**src/rtl/dump_stage.sv**
```systemverilog
// Final SHAKE stage: serializes squeezed rate blocks into W-bit words on a valid/ready port.
// Optional macro DUMP_MASK_TAIL_EN zeroes the unused upper bits of the final word.
//
// state  | meaning
// S_IDLE | waiting for the first block of a new message
// S_DUMP | presenting words of the current block
// S_WAIT | block drained, message not done; waiting for the next squeeze block
module dump_stage #(
  parameter int W    = 64,
  parameter int RATE = 1344
) (
  input  logic            clk,
  input  logic            rst,
  input  logic [RATE-1:0] rate_output,
  input  logic [31:0]     output_size,
  input  logic [1:0]      operation_mode,
  input  logic            output_buffer_ready,
  output logic            output_buffer_ready_wr,
  output logic            squeeze_done_wr,
  output logic [W-1:0]    data_o,
  output logic            valid_o,
  output logic            last_o,
  input  logic            ready_o
);

  typedef enum logic [1:0] {S_IDLE, S_DUMP, S_WAIT} state_t;

  state_t          state, state_nxt;
  logic [RATE-1:0] blk;
  logic [31:0]     rem_bits;
  logic [4:0]      wcnt;
  logic [4:0]      wpb;
  logic            load_first;
  logic            load_next;
  logic            take;

  assign valid_o = (state == S_DUMP);
  // Compare before subtract, so rem_bits never wraps even for 2^32-1.
  assign last_o  = valid_o && (rem_bits <= 32'(W));
  assign take    = valid_o && ready_o;

  always_ff @(posedge clk or negedge rst) begin
    if (!rst) state <= S_IDLE;
    else      state <= state_nxt;
  end

  always_comb begin
    state_nxt  = state;
    load_first = 1'b0;
    load_next  = 1'b0;
    case (state)
      S_IDLE: begin
        if (output_buffer_ready) begin
          load_first = 1'b1;
          if (output_size != 32'd0) state_nxt = S_DUMP;
        end
      end
      S_DUMP: begin
        if (ready_o) begin
          if (last_o)                   state_nxt = S_IDLE;
          else if (wcnt == wpb - 5'd1)  state_nxt = S_WAIT;
        end
      end
      S_WAIT: begin
        if (output_buffer_ready) begin
          load_next = 1'b1;
          state_nxt = S_DUMP;
        end
      end
      default: state_nxt = S_IDLE;
    endcase
  end

  always_ff @(posedge clk or negedge rst) begin
    if (!rst) begin
      blk                    <= '0;
      rem_bits               <= '0;
      wcnt                   <= '0;
      wpb                    <= 5'd21;
      output_buffer_ready_wr <= 1'b0;
      squeeze_done_wr        <= 1'b0;
    end else begin
      output_buffer_ready_wr <= load_first | load_next;
      squeeze_done_wr        <= (load_first && (output_size == 32'd0)) || (take && last_o);
      if (load_first) begin
        rem_bits <= output_size;
        wpb      <= (operation_mode == 2'b01) ? 5'd17 : 5'd21;
      end
      if (load_first || load_next) begin
        blk  <= rate_output;
        wcnt <= '0;
      end else if (take) begin
        blk <= blk >> W;
        if (last_o) begin
          rem_bits <= '0;
        end else begin
          rem_bits <= rem_bits - 32'(W);
          wcnt     <= wcnt + 5'd1;
        end
      end
    end
  end

`ifdef DUMP_MASK_TAIL_EN
  always_comb begin
    data_o = '0;
    for (int i = 0; i < W; i++) begin
      data_o[i] = blk[i] & (~last_o | (rem_bits > 32'(i)));
    end
  end
`else
  assign data_o = blk[W-1:0];
`endif

endmodule
```
**config.mk**
```make
export PLATFORM = sky130hd
export DESIGN_NAME = dump_stage
export DESIGN_NICKNAME = d
export VERILOG_FILES = /design/src/rtl/dump_stage.sv
export SDC_FILE = /design/constraint.sdc
export NUM_CORES = 2
export LEC_CHECK = 0
export CAP_MARGIN = 15
export CELL_PAD_IN_SITES_DETAIL_PLACEMENT = 1
export CELL_PAD_IN_SITES_GLOBAL_PLACEMENT = 1
export CORE_AREA = 5 5 556 558
export DETAILED_ROUTE_END_ITERATION = 8
export DIE_AREA = 0 0 561 563
export PLACE_DENSITY = 0.48
export SYNTH_ARGS = -nofsm -noshare
export SYNTH_HDL_FRONTEND = slang
export SYNTH_SLANG_ARGS = --single-unit
```
**constraint.sdc**
```tcl
create_clock -name clk -period 2.8 [get_ports clk]
set_clock_uncertainty 0.15 [all_clocks]
set_input_delay 0.42 -clock clk [delete_from_list [all_inputs] [get_ports clk]]
set_output_delay 0.42 -clock clk [all_outputs]
set_load 0.02 [all_outputs]
```
io_fan.png
Bar = 200 µm.
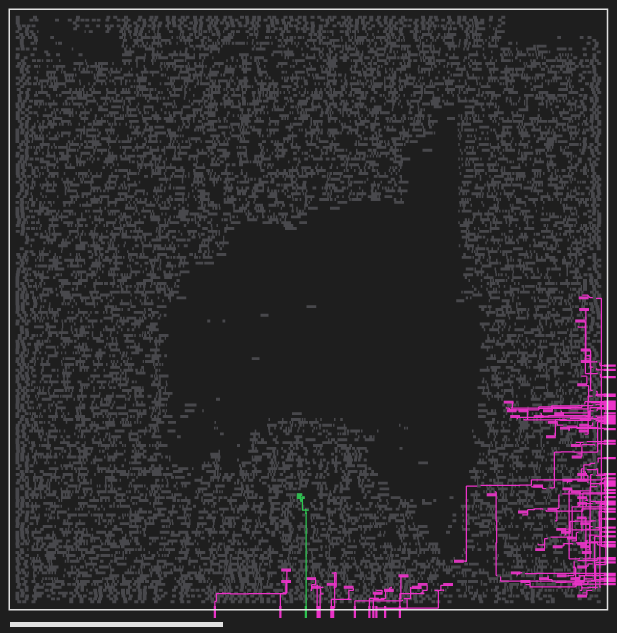
- magenta: data_o (bits 64; direction output; edge 52 right, 12 bottom; end cells 64; buffers 64; wire 4280 µm)
- green: output_buffer_ready (bits 1; direction input; edge bottom; end cells 4; buffers 1; wire 121 µm)

layer_met4.png
Supply wires on this layer in grey.
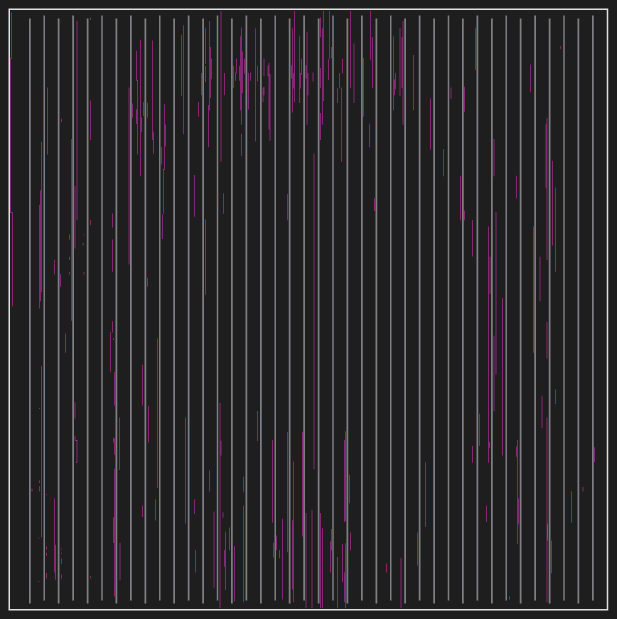
- longest straight run: 297 µm
- main direction: vertical
- nets with wire on the layer: 168
- share of all routed wire: 2.8%
- wire length on this layer: 10300 µm

state kept, by name, indices dropped and copies added, names as in the netlist:
name	cells
blk	1344
rem_bits	32
wcnt	5
state	2
output_buffer_ready_wr	1
squeeze_done_wr	1
wpb	1
worst min-delay path, delay by kind of cell:
| family | cells | cell delay [ns] |
|---|---|---|
| AOI/OAI and AO/OA | 1 | 0.08 |
| buffers and inverters | 1 | 0.44 |
| and+or+nand+nor | 1 | 0.08 |
cell type report:
type / instances / area [µm²]
multi-input cells: 5392 / 24500
flip-flops and latches: 1386 / 34700
diodes: 61 / 153
repair buffers: 2503 / 25700
clock buffers: 269 / 5350
fillers: 35100 / 208000
clock inverters: 45 / 611
well taps: 3997 / 5000
inverters: 9 / 41.3
==> summary.txt <==
Implementation progress

The run finished, with violations left. The final reports fail on setup timing. On the reported timing paths, the clock transition at the registers reads ~0.060 ns.

The post-synth tally of flip-flops with integrated enable stands at 0. After synthesis, the most frequently instantiated cells are 2574 x nand2_1, 1385 x dfrtp_1, 1300 x nor2_1, 1284 x a31oi_1, 545 x clkbuf_1. The final report lists a non-filler cell total of 13700. After detailed routing, the met2 layer carries roughly 180 mm of wire. Yosys mapped the design onto between 50 and 60 distinct sky130hd cell types. The routed design shows a wire length per standard cell of ~26 µm. The violation count after the first detailed-routing iteration stands at around 4300. The share of final-layout standard cells stronger than drive strength 1 stands at 6.10%. After layout, the worst path uses 115% of the clock period.

The number of detailed-routing iterations run before antenna repair stands at 5. The fraction of post-synthesis cell area in the top cell type by area stands at 56.1%. The final report gives the standard cell area, fillers excluded, as roughly 0.096 mm². The detailed router placed 62900 vias in this run. STA shows the worst min-delay path finishing at blk[662]. Power attributed to sequential cells is between 30000 and 40000 µW.

The internal power stands at about 59000 µW. The biggest cell delay along the critical path stands at between 0.5 and 0.6 ns. Setup repair after global routing could not meet its margin everywhere.

The met1 wire length stands at between 150 and 200 mm. The share of synthesized area spent on multiplexers stands at less than 1%. Averaged over all synthesized cells, the footprint is 8.30 µm². Counting cells, the worst reg-to-reg path comes to 8. Gates resized during post-CTS repair numbered 15. The cell sequence reported for the critical path is inv_2 > ha_1 > nor4b_4 > a21oi_2 > or4_4 > nor2_4 > buf_6 > buf_6.

The pin count of the biggest net entering global routing stands at 145. The static leakage stands at roughly 0.04 µW. On met1, the global router reports a usage of ~28%. The switching part of the total power stands at between 40% and 50%. Per the TritonCTS log, the buffer count is about 180. The cell-mix breakdown from Yosys lists the XOR/XNOR area share as less than 1%. For this run, the register share of the synthesized area comes to approximately 56%. In this run, post-CTS hold repair placed about 770 buffers.

The number of standard cells reported by yosys stands at roughly 7400. Combinational power for this build is roughly 37000 µW. The shortest clock period the worst path allows after layout stands at about 3.2 ns.

The share of total power in sequential cells stands at between 30% and 40%. The worst setup slack after layout stands at -0.411 ns. The HPWL after detailed placement is approximately 280 mm. The number of antenna violations at the first check in global routing is 136. Per report_power, the Clock row totals roughly 24000 µW. The worst slack on hold paths stands at just under 0.06 ns.

In this run the most used layer during global routing was met2. STA lists the endpoint of the worst register-to-register path as rem_bits[12]. The analysis attributes to net switching a power of 40300 µW.

Per the cell usage report, the commonest logic cells after layout are 2573 x nand2_1, 1446 x clkdlybuf4s50_1, 1383 x dfrtp_1. Counting only logic cells after layout, the most numerous master is nand2_1. The script computed a power per unit cell area of just over 1000 mW/mm². Before placement the cells fill 20.3% of the core. After synthesis, the cell types taking the most area are dfrtp_1 56%, nand2_1 16%, a31oi_1 13%, nor2_1 7.9%, clkbuf_1 3.3%.

The script reports the combined buffer and inverter count of the critical path as 3. The synthesized netlist net count stands at 8831. For this design, the slowest cell found on the critical path is or4_4. Summing every instance area after synthesis gives roughly 0.062 mm². The number of setup violations in the final report stands at 1.

All stages included, the depth of the critical timing path comes to 8. Once synthesis finished, the tally of register bits stood at 1386. The detailed router reports a met3 wire length of roughly 17 mm. The worst setup slack before clock tree synthesis stands at -0.00231 ns. The part of the total power dissipated in the clock network stands at between 20 and 25%. Per the detail_route report, DRC violations left total 0.

The required time at the worst endpoint is listed as approximately 2.2 ns. The post-synth area from yosys stat stands at roughly 0.062 mm². The run reported a max-capacitance violation count of 0.

The highest layer touched by signal routing is met5. The worst setup path is launched from a register. The height of the chip stands at about 560 µm. The number of global-route vias before repair came to about 67000. The fraction of the mapped netlist area in simple logic gates stands at about a quarter. STA classifies the critical path endpoint as an output port. The cell family contributing the most delay on the critical path is simple AND/OR/NAND/NOR gates. Grouping non-sequential cells by family puts the most area in simple AND/OR/NAND/NOR gates. The die covers 0.316 mm².

The maximum ir drop on the vdd rail stands at approximately 510 µV. Note that the worst hold path type here is input port to register. Power comes to just under 100000 µW. Once detail routing completed, the nets flagged for antenna violations numbered 0. The capture point of the critical path was reported as last_o. After floorplanning, the core was sized to cover roughly 0.30 mm². The placement stage leaves a total instance area of roughly 0.08 mm². Global routing used between 3 and 4% of the available met3 tracks.
No activity file was given, so power comes from the tool's default toggle rates.
